===== config.mk =====
export PLATFORM = sky130hd
export DESIGN_NAME = fp_add_sequencer
export DESIGN_NICKNAME = d
export VERILOG_FILES = /design/src/rtl/fp_add_sequencer.sv
export SDC_FILE = /design/constraint.sdc
export NUM_CORES = 1
export LEC_CHECK = 0
export CAP_MARGIN = 20
export CORE_MARGIN = 2
export CORE_UTILIZATION = 39
export DETAILED_ROUTE_END_ITERATION = 7
export PLACE_DENSITY = 0.61
export SETUP_SLACK_MARGIN = 0.3
export SLEW_MARGIN = 20
export SYNTH_ARGS = -nofsm -noshare
export SYNTH_HDL_FRONTEND = slang
export SYNTH_SLANG_ARGS = --single-unit

===== constraint.sdc =====
create_clock -name clk -period 14.96 [get_ports clk]
set_clock_uncertainty 0.05 [all_clocks]
set_input_delay 2.992 -clock clk [delete_from_list [all_inputs] [get_ports clk]]
set_output_delay 2.992 -clock clk [all_outputs]
set_load 0.05 [all_outputs]

===== src/rtl/fp_add_sequencer.sv =====
// fp_add_sequencer: multi-cycle IEEE-754 single-precision add/subtract stepping ALIGN/ADD/NORM/PACK.
// Define FPADD_ROUND_NEAREST_EN for round-to-nearest-even at PACK; otherwise the result is truncated.
module fp_add_sequencer #(
    parameter int unsigned EXP_W = 8,
    parameter int unsigned MAN_W = 23,
    parameter int unsigned GRS_W = 3
) (
    input  logic                   clk,
    input  logic                   rst_n,
    input  logic                   in_valid,
    output logic                   in_ready,
    input  logic [EXP_W+MAN_W:0]   in_a,
    input  logic [EXP_W+MAN_W:0]   in_b,
    input  logic                   in_sub,
    output logic                   out_valid,
    input  logic                   out_ready,
    output logic [EXP_W+MAN_W:0]   out_result,
    output logic                   out_zero,
    output logic                   out_overflow,
    output logic                   busy
);
    localparam int unsigned MW    = MAN_W + 1 + GRS_W;
    localparam int unsigned SW    = MW + 1;
    localparam int unsigned LZ_W  = $clog2(MW + 1);
    localparam int unsigned ADJ_W = LZ_W + 1;
    // One bit wider than the biased range so a round carry and an underflow cannot alias.
    localparam int unsigned XW    = EXP_W + 2;
    localparam logic [EXP_W-1:0]      EXP_ONES = '1;
    localparam logic signed [XW-1:0]  EXP_TOP  = XW'((1 << EXP_W) - 1);
    localparam logic signed [XW-1:0]  EXP_ZERO = '0;
    localparam logic [EXP_W+MAN_W:0]  QNAN     = {1'b0, EXP_ONES, 1'b1, {(MAN_W-1){1'b0}}};

    typedef enum logic [2:0] {S_IDLE, S_ALIGN, S_ADD, S_NORM, S_PACK, S_DONE} state_t;

    state_t state_q, state_d;

    logic               op_a_sign, op_b_sign, nan_q;
    logic [EXP_W-1:0]   op_a_exp, op_b_exp;
    logic [MAN_W-1:0]   op_a_frac, op_b_frac;
    logic               big_sign_q, small_sign_q, negz_q;
    logic [EXP_W-1:0]   exp_q;
    logic [MW-1:0]      big_man_q, small_man_q;
    logic [SW-1:0]      sum_q;
    logic               sign_q, zero_q;
    logic [MW-1:0]      norm_q;
    logic [ADJ_W-1:0]   adj_q;

    // State register and handshake outputs
    always_ff @(posedge clk or negedge rst_n) begin
        if (!rst_n) begin
            state_q   <= S_IDLE;
            in_ready  <= 1'b1;
            busy      <= 1'b0;
            out_valid <= 1'b0;
        end else begin
            state_q   <= state_d;
            in_ready  <= (state_d == S_IDLE);
            busy      <= (state_d != S_IDLE);
            out_valid <= (state_q == S_DONE) && !(out_valid && out_ready);
        end
    end

    always_comb begin
        state_d = state_q;
        case (state_q)
            S_IDLE:  if (in_valid && in_ready) state_d = S_ALIGN;
            S_ALIGN: state_d = S_ADD;
            S_ADD:   state_d = S_NORM;
            S_NORM:  state_d = S_PACK;
            S_PACK:  state_d = S_DONE;
            S_DONE:  if (out_valid && out_ready) state_d = S_IDLE;
            default: state_d = S_IDLE;
        endcase
    end

    // ALIGN: flush denormals, order by magnitude, shift the smaller operand with sticky
    logic             a_zero, b_zero, swap, negz_d;
    logic [MAN_W-1:0] a_frac, b_frac;
    logic [EXP_W-1:0] big_exp, small_exp, diff;
    logic             big_sign, small_sign;
    logic [MW-1:0]    big_man, small_man, small_sh, shift_mask;

    always_comb begin
        a_zero     = (op_a_exp == '0);
        b_zero     = (op_b_exp == '0);
        a_frac     = a_zero ? '0 : op_a_frac;
        b_frac     = b_zero ? '0 : op_b_frac;
        negz_d     = a_zero && b_zero && op_a_sign && op_b_sign;
        swap       = {op_b_exp, b_frac} > {op_a_exp, a_frac};
        big_exp    = swap ? op_b_exp  : op_a_exp;
        small_exp  = swap ? op_a_exp  : op_b_exp;
        big_sign   = swap ? op_b_sign : op_a_sign;
        small_sign = swap ? op_a_sign : op_b_sign;
        big_man    = swap ? {~b_zero, b_frac, {GRS_W{1'b0}}} : {~a_zero, a_frac, {GRS_W{1'b0}}};
        small_man  = swap ? {~a_zero, a_frac, {GRS_W{1'b0}}} : {~b_zero, b_frac, {GRS_W{1'b0}}};
        diff       = big_exp - small_exp;
        shift_mask = '0;
        if (diff >= EXP_W'(MW)) begin
            small_sh = {{(MW-1){1'b0}}, |small_man};
        end else begin
            shift_mask = (MW'(1) << diff) - MW'(1);
            small_sh   = (small_man >> diff) | {{(MW-1){1'b0}}, |(small_man & shift_mask)};
        end
    end

    // NORM: single right shift on carry, otherwise left shift by leading-zero count
    logic [LZ_W-1:0]  lz;
    logic [MW-1:0]    norm_d;
    logic [ADJ_W-1:0] adj_d;
    logic             zero_d, norm_sign;

    always_comb begin
        lz = LZ_W'(MW);
        for (int unsigned i = 0; i < MW; i++) begin
            if (sum_q[i]) lz = LZ_W'(MW - 1 - i);
        end
        if (sum_q[SW-1]) begin
            norm_d = {sum_q[SW-1:2], sum_q[1] | sum_q[0]};
            adj_d  = ADJ_W'(1);
        end else begin
            norm_d = sum_q[MW-1:0] << lz;
            adj_d  = {1'b1, lz};
        end
        zero_d    = (sum_q == '0);
        norm_sign = zero_d ? negz_q : sign_q;
    end

    // PACK: apply exponent adjust, optional rounding, then classify the result
    logic signed [XW-1:0]  exp_x;
    logic [MAN_W-1:0]      frac;
    logic [EXP_W+MAN_W:0]  res_d;
    logic                  res_zero_d, res_ovf_d;
`ifdef FPADD_ROUND_NEAREST_EN
    logic                  round_up;
    logic [MAN_W+1:0]      mant_r;
`endif

    always_comb begin
        exp_x = XW'(exp_q);
        if (adj_q[ADJ_W-1]) exp_x = exp_x - XW'(adj_q[LZ_W-1:0]);
        else                exp_x = exp_x + XW'(adj_q[LZ_W-1:0]);
`ifdef FPADD_ROUND_NEAREST_EN
        round_up = norm_q[GRS_W-1] & ((|norm_q[GRS_W-2:0]) | norm_q[GRS_W]);
        mant_r   = (MAN_W+2)'({1'b0, norm_q[MW-1:GRS_W]}) + (MAN_W+2)'(round_up);
        frac     = MAN_W'(mant_r);
        if (mant_r[MAN_W+1]) exp_x = exp_x + XW'(1);
`else
        frac = MAN_W'(norm_q >> GRS_W);
`endif
        res_d      = {sign_q, exp_x[EXP_W-1:0], frac};
        res_zero_d = 1'b0;
        res_ovf_d  = 1'b0;
        if (nan_q) begin
            res_d = QNAN;
        end else if (zero_q) begin
            res_d      = {sign_q, {(EXP_W+MAN_W){1'b0}}};
            res_zero_d = 1'b1;
        end else if (exp_x >= EXP_TOP) begin
            res_d     = {sign_q, EXP_ONES, {MAN_W{1'b0}}};
            res_ovf_d = 1'b1;
        end else if (exp_x <= EXP_ZERO) begin
            res_d      = {sign_q, {(EXP_W+MAN_W){1'b0}}};
            res_zero_d = 1'b1;
        end
    end

    // Datapath stage registers, each loaded in its own state
    always_ff @(posedge clk or negedge rst_n) begin
        if (!rst_n) begin
            op_a_sign    <= 1'b0;
            op_b_sign    <= 1'b0;
            op_a_exp     <= '0;
            op_b_exp     <= '0;
            op_a_frac    <= '0;
            op_b_frac    <= '0;
            nan_q        <= 1'b0;
            big_sign_q   <= 1'b0;
            small_sign_q <= 1'b0;
            negz_q       <= 1'b0;
            exp_q        <= '0;
            big_man_q    <= '0;
            small_man_q  <= '0;
            sum_q        <= '0;
            sign_q       <= 1'b0;
            zero_q       <= 1'b0;
            norm_q       <= '0;
            adj_q        <= '0;
            out_result   <= '0;
            out_zero     <= 1'b0;
            out_overflow <= 1'b0;
        end else begin
            case (state_q)
                S_IDLE: if (in_valid && in_ready) begin
                    {op_a_sign, op_a_exp, op_a_frac} <= in_a;
                    {op_b_sign, op_b_exp, op_b_frac} <= {in_b[EXP_W+MAN_W] ^ in_sub, in_b[EXP_W+MAN_W-1:0]};
                    nan_q <= (in_a[EXP_W+MAN_W-1:MAN_W] == EXP_ONES) ||
                             (in_b[EXP_W+MAN_W-1:MAN_W] == EXP_ONES);
                end
                S_ALIGN: begin
                    big_sign_q   <= big_sign;
                    small_sign_q <= small_sign;
                    negz_q       <= negz_d;
                    exp_q        <= big_exp;
                    big_man_q    <= big_man;
                    small_man_q  <= small_sh;
                end
                S_ADD: begin
                    sign_q <= big_sign_q;
                    if (big_sign_q == small_sign_q) sum_q <= {1'b0, big_man_q} + {1'b0, small_man_q};
                    else                            sum_q <= {1'b0, big_man_q} - {1'b0, small_man_q};
                end
                S_NORM: begin
                    norm_q <= norm_d;
                    adj_q  <= adj_d;
                    zero_q <= zero_d;
                    sign_q <= norm_sign;
                end
                S_PACK: begin
                    out_result   <= res_d;
                    out_zero     <= res_zero_d;
                    out_overflow <= res_ovf_d;
                end
                default: ;
            endcase
        end
    end
endmodule


==> results.py, run 1 <==
# Auto-generated metrics
metrics = {
    "outcome": {
        "outcome": "finished, final reports clean",
    },
    "setup_path": {
        "reg2reg_setup_slack_ns": 7.35,
        "worstSetupPathType": "flop to flop",
        "slowest_stage": "nand2_2",
        "cp_slowest_stage_delay_ns": 0.87,
        "path_buffers": 1,
        "crit_top_cell": "nor2_1",
        "r2r_cells": 23,
    },
    "final_layout": {
        "final-clk-cell-share_pct": 5.18,
        "nMultiInputCombCells": 1436,
        "seqCellArea_um2": 5660,
        "layout.clock_buffers": 41,
        "diodes": 0,
        "final_cell_area_um2": 18200,
        "area_growth_pct": 15.6,
        "n_all_buffers": 132,
        "fin_cells": 2430,
        "largest_reg_flops": 32,
    },
    "drt": {
        "wl_um": 47300,
    },
    "final_timing": {
        "finalSetupViolations": 0,
        "finalCritPeriodShare_pct": 50.9,
        "post-route-min-period_ns": 7.61,
        "fmax_ghz": 0.131,
        "drv_slew": 0,
        "slew_headroom_pct": 31.3,
    },
    "global_routing": {
        "first_global_vias": 13800,
        "grt_usage_pct": 22.6,
        "grt_max_degree": 94,
    },
    "yosys": {
        "syn_area_um2": 15800,
        "numSynthFlops": 226,
        "ff_type": "dfrtp_1",
    },
    "placed_design": {
        "dp_hpwl_um": 35200,
        "place_congestion": 0.942,
    },
    "hold_path": {
        "hold_start": "norm_q[20]$_DFFE_PN0N_",
        "holdPathStages": 2,
        "hp-class": "flop to flop",
        "holdPathEnd": "norm_q[20]$_DFFE_PN0N_",
    },
    "floorplanning": {
        "die-area_um2": 42100,
        "die_x_um": 205,
        "die_y_um": 205,
    },
    "flow_run": {
        "cap_violations": 0,
    },
    "cts": {
        "root_buffer": "clkbuf_16",
        "post_cts_resized": 0,
        "htreeDepth": 1,
        "cts_buffers": 28,
    },
}
run 1: worst max path at each step:
stage / startpoint / end / slack, ns / depth (start not counted)
final: op_b_exp[0]$_DFFE_PN0P_ / small_man_q[0]$_DFFE_PN0P_ / 7.35 / 23
after global routing: op_b_exp[0]$_DFFE_PN0P_ / small_man_q[0]$_DFFE_PN0P_ / 6.76 / 23
after CTS: op_b_exp[0]$_DFFE_PN0P_ / small_man_q[0]$_DFFE_PN0P_ / 7.45 / 23
after detailed placement: op_b_exp[0]$_DFFE_PN0P_ / small_man_q[0]$_DFFE_PN0P_ / 7.49 / 23
after global placement: op_b_exp[1]$_DFFE_PN0P_ / small_man_q[0]$_DFFE_PN0P_ / 7.67 / 23
after floorplan: op_b_exp[6]$_DFFE_PN0P_ / small_man_q[0]$_DFFE_PN0P_ / 8.82 / 27
run 1: synth_stat cells, drive strengths merged (8+ instances only):
library cell	count	share of area (%)
and3	9	0.36
o21bai	12	0.59
nor2b	14	0.56
and2	26	1.0
a31oi	30	1.2
o211ai	9	0.43
a22o	26	1.4
nand3	24	0.76
mux4	8	1.1
o31ai	18	0.86
nor4	19	0.89
a21o	19	0.90
xor2	24	1.3
clkbuf	99	2.4
or4	10	0.48
nor3	39	1.2
inv	60	1.4
ha	67	5.3
a21oi	136	4.3
mux2i	79	5.0
dfrtp	225	36
nand4	14	0.56
a22oi	8	0.38
buf	19	0.56
nor2	167	4.0
a211oi	16	0.82
o21a	13	0.62
o22ai	13	0.52
nand2	235	5.6
xnor2	33	1.8
or3	10	0.40
o21ai	171	5.4
a221oi	11	0.61
mux2	75	5.4
nand2b	12	0.48
run 1: layer usage:
layer	vias to the layer above	routed length [um]	global-route usage, %
met4	0	1550	7.79
met5	-	0	0
met1	6753	21300	30.5
met2	415	22300	37.3
met3	106	2140	2.74
li1	6771	-	-
==> run_1/final_congestion.png <==
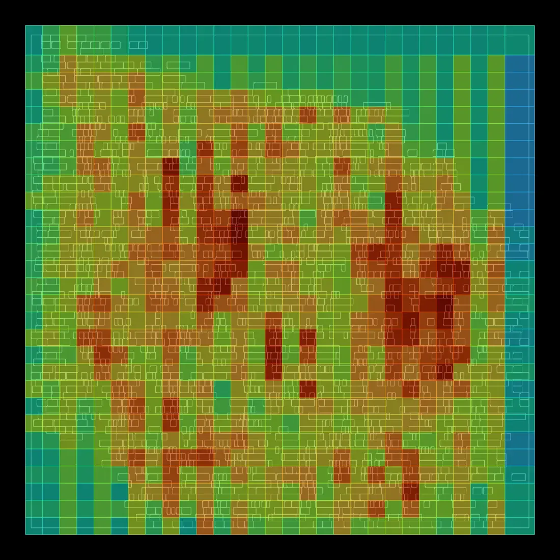
met1 Use GR: 30.5%
DR WL/cell: 19.5 um

==> run_1/clock_map.png <==
Scale: 3 px per um.
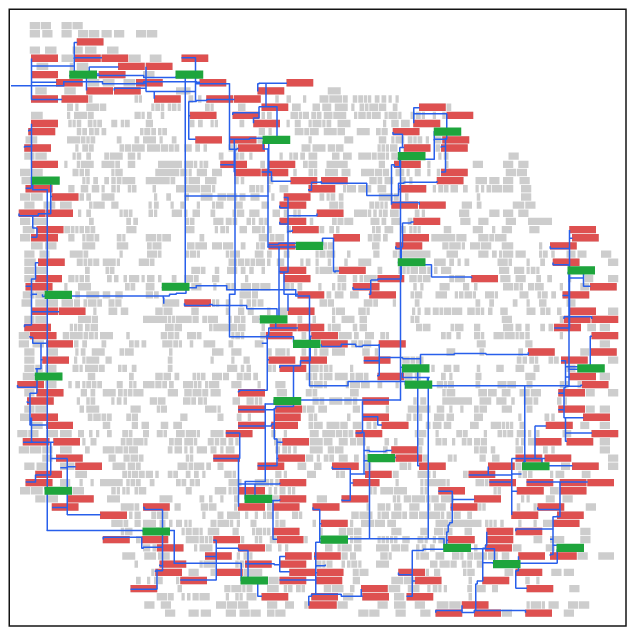
green -> cells driving clock nets  # count 28
red -> flip-flops  # count 226
blue -> clock wires  # length 3350 um
flops lie = widely spread
clk latency late pin: 0.57 ns

==> run_1/pdn.png <==
Scale: 2 px per um. Pins as bars on the die edge.
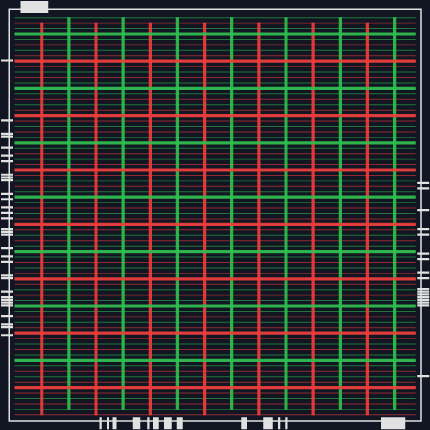
red -> VSS
green -> VDD
met4 straps = 14
rows = 73
met1 rails = 74
signal pins = 106

## Run 2: what changed since run 1
--- a/config.mk
+++ b/config.mk
@@ -9,7 +9,7 @@
 export CORE_MARGIN = 2
 export CORE_UTILIZATION = 39
 export DETAILED_ROUTE_END_ITERATION = 7
-export PLACE_DENSITY = 0.61
+export PLACE_DENSITY = 0.63
 export SETUP_SLACK_MARGIN = 0.3
 export SLEW_MARGIN = 20
 export SYNTH_ARGS = -nofsm -noshare
==> constraint.sdc (replaced) <==
create_clock -name clk -period 6.18 [get_ports clk]
set_clock_uncertainty 0.05 [all_clocks]
set_input_delay 1.236 -clock clk [delete_from_list [all_inputs] [get_ports clk]]
set_output_delay 1.236 -clock clk [all_outputs]
set_load 0.05 [all_outputs]
==> run_2/clock_map.png <==
Scale: 3 px per um.
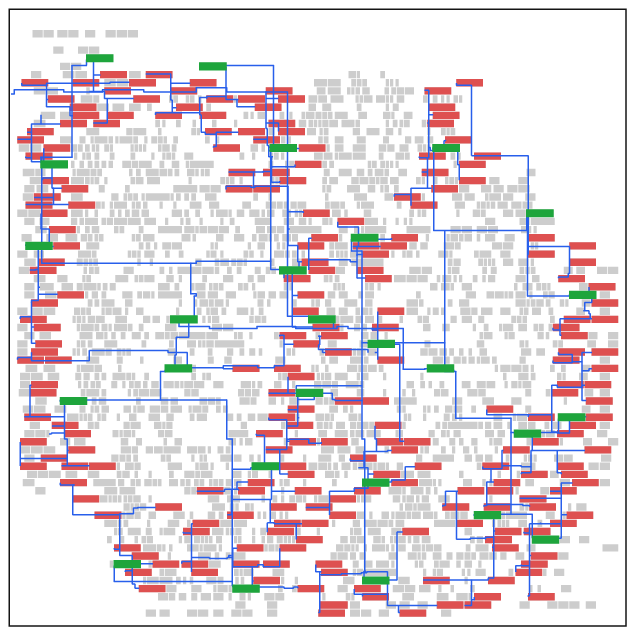
green -> cells driving clock nets  # count 26
blue -> clock wires  # length 3360 um
red -> flip-flops  # count 226
flops lie = widely spread
routed clock nets = 27
clk latency late pin: 0.56 ns

==> run 2 against run 1 <==
Effect of this change: synthesized area unchanged; register-to-register slack worse by 6.8 ns; sequential share of layout area shrank 0.34 points; final cell count increased by 0.62%; worst setup slack got worse by 6.8 ns; synthesized cell count unchanged; highest routed layer is now met5.
==> results.py, run 2 <==
# Auto-generated metrics
metrics = {
    "yosys": {
        "ff_type": "dfrtp_1",
        "synth_dominant_cell_count": "nand2_1",
        "numSynthFlops": 226,
        "postSynthSeqShare_pct": 35.9,
        "top_cell_area_share_pct": 35.7,
        "syn_area_um2": 15800,
        "common_cells": "nand2_1, dfrtp_1, o21ai_0",
        "top_cells_by_area": "dfrtp_1, nand2_1, o21ai_0, mux2_2, ha_1",
        "yosysTopAreaCell": "dfrtp_1",
        "synthCells": 1841,
    },
    "final_timing": {
        "slew_headroom_pct": 26.8,
        "finalSetupViolations": 0,
        "fmax_ghz": 0.178,
        "finalCritPeriodShare_pct": 90.7,
        "holdWs_ns": 0.427,
        "post-route-min-period_ns": 5.60,
        "rsz0062_at_grt": "no",
        "drv_slew": 0,
    },
    "drt": {
        "wl_um": 49000,
        "dr.max_layer_used": "met5",
        "dr.first_iter.drc_count": 1027,
        "wl_per_cell_um": 20.0,
        "wl_met1_um": 21500,
        "dr_wl_met3_um": 2510,
    },
    "global_routing": {
        "gr-usage-met2_pct": 38.5,
        "met1_usage_pct": 30.8,
        "grt_usage_pct": 23.3,
        "grtUsageMet3_pct": 3.20,
        "grt_max_degree": 119,
        "first_global_vias": 14100,
        "gr-max-usage-layer": "met2",
    },
    "setup_path": {
        "r2r_cells": 25,
        "crit_end": "small_man_q[0]$_DFFE_PN0P_",
        "reg2reg_setup_slack_ns": 0.58,
        "worstSetupPathType": "flop to flop",
        "startpoint": "op_b_exp[0]$_DFFE_PN0P_",
        "r2r_end": "small_man_q[0]$_DFFE_PN0P_",
    },
    "cts": {
        "cts_buffers": 26,
        "cts_tree": "done",
        "htreeDepth": 1,
        "post_cts_resized": 2,
        "clkTransAtPathRegs_ns": 0.06,
        "post_cts_buffers": 1,
    },
    "flow_run": {
        "cap_violations": 0,
    },
    "hold_path": {
        "hp-class": "flop to flop",
        "holdPathEnd": "out_zero$_DFFE_PN0P_",
        "holdPathStages": 2,
        "hold_start": "out_zero$_DFFE_PN0P_",
    },
    "floorplanning": {
        "die_x_um": 205,
        "initCoreUtil_pct": 39.6,
        "die_y_um": 205,
        "die-area_um2": 42100,
        "num_rows": 73,
    },
    "placed_design": {
        "dp_hpwl_um": 36500,
        "numPortBuffers": 105,
        "place_congestion": 0.948,
    },
    "final_layout": {
        "diodes": 0,
        "largest_reg_flops": 32,
        "area_growth_pct": 16.8,
    },
    "outcome": {
        "outcome": "finished, final reports clean",
    },
}
## run 2: cell type report
cell class | instances | area (um2)
multi-input cells | 1436 | 9580
repair buffers | 149 | 1410
well taps | 525 | 657
clock buffers | 38 | 767
inverters | 61 | 229
flip-flops and latches | 226 | 5660
fillers | 3925 | 21400
clock inverters | 10 | 139
## run 2: metrics by stage
stage	setup WS (ns)	area (um2)	cells
3_5_place_dp	0.132	17400	2391
4_1_cts	0.372	18300	2440
6_report	0.575	18400	2445
3_3_place_gp	0.383	17400	2391
2_1_floorplan	0.301	15800	1841
5_1_grt	0.240	18400	2445
## run 2: cells by family (layout without fill, tap and decap cells)
kind of cell    count (synthesis)  count (layout)  synth area share, %
xor+xnor                       57              57                 3.16
buf+inv                       179             258                 4.36
fa+ha+maj                      70              70                 5.69
flops                         226             226                 35.9
mux                           162             162                 11.5
compound gates                550             550                 22.2
simple gates                  597             597                 17.2
## run 2: critical path, stage by stage (launching register included)
cell,delay (ns)
dfrtp_1,0.44
nor4_1,0.31
nand2_1,0.11
buf_6,0.19
and2_1,0.21
ha_1,0.33
a21oi_1,0.16
o21ai_1,0.17
a211oi_2,0.30
nand4_1,0.23
nand2_2,0.18
nor2_1,0.06
a21oi_1,0.12
ha_2,0.22
inv_1,0.08
nand3_1,0.09
nor3_1,0.05
a32o_1,0.24
nor3_2,0.20
buf_6,0.34
o21ai_0,0.13
a2111oi_0,0.50
nor2_1,0.14
a2111oi_4,0.28
nand4_1,0.13
o21a_1,0.20
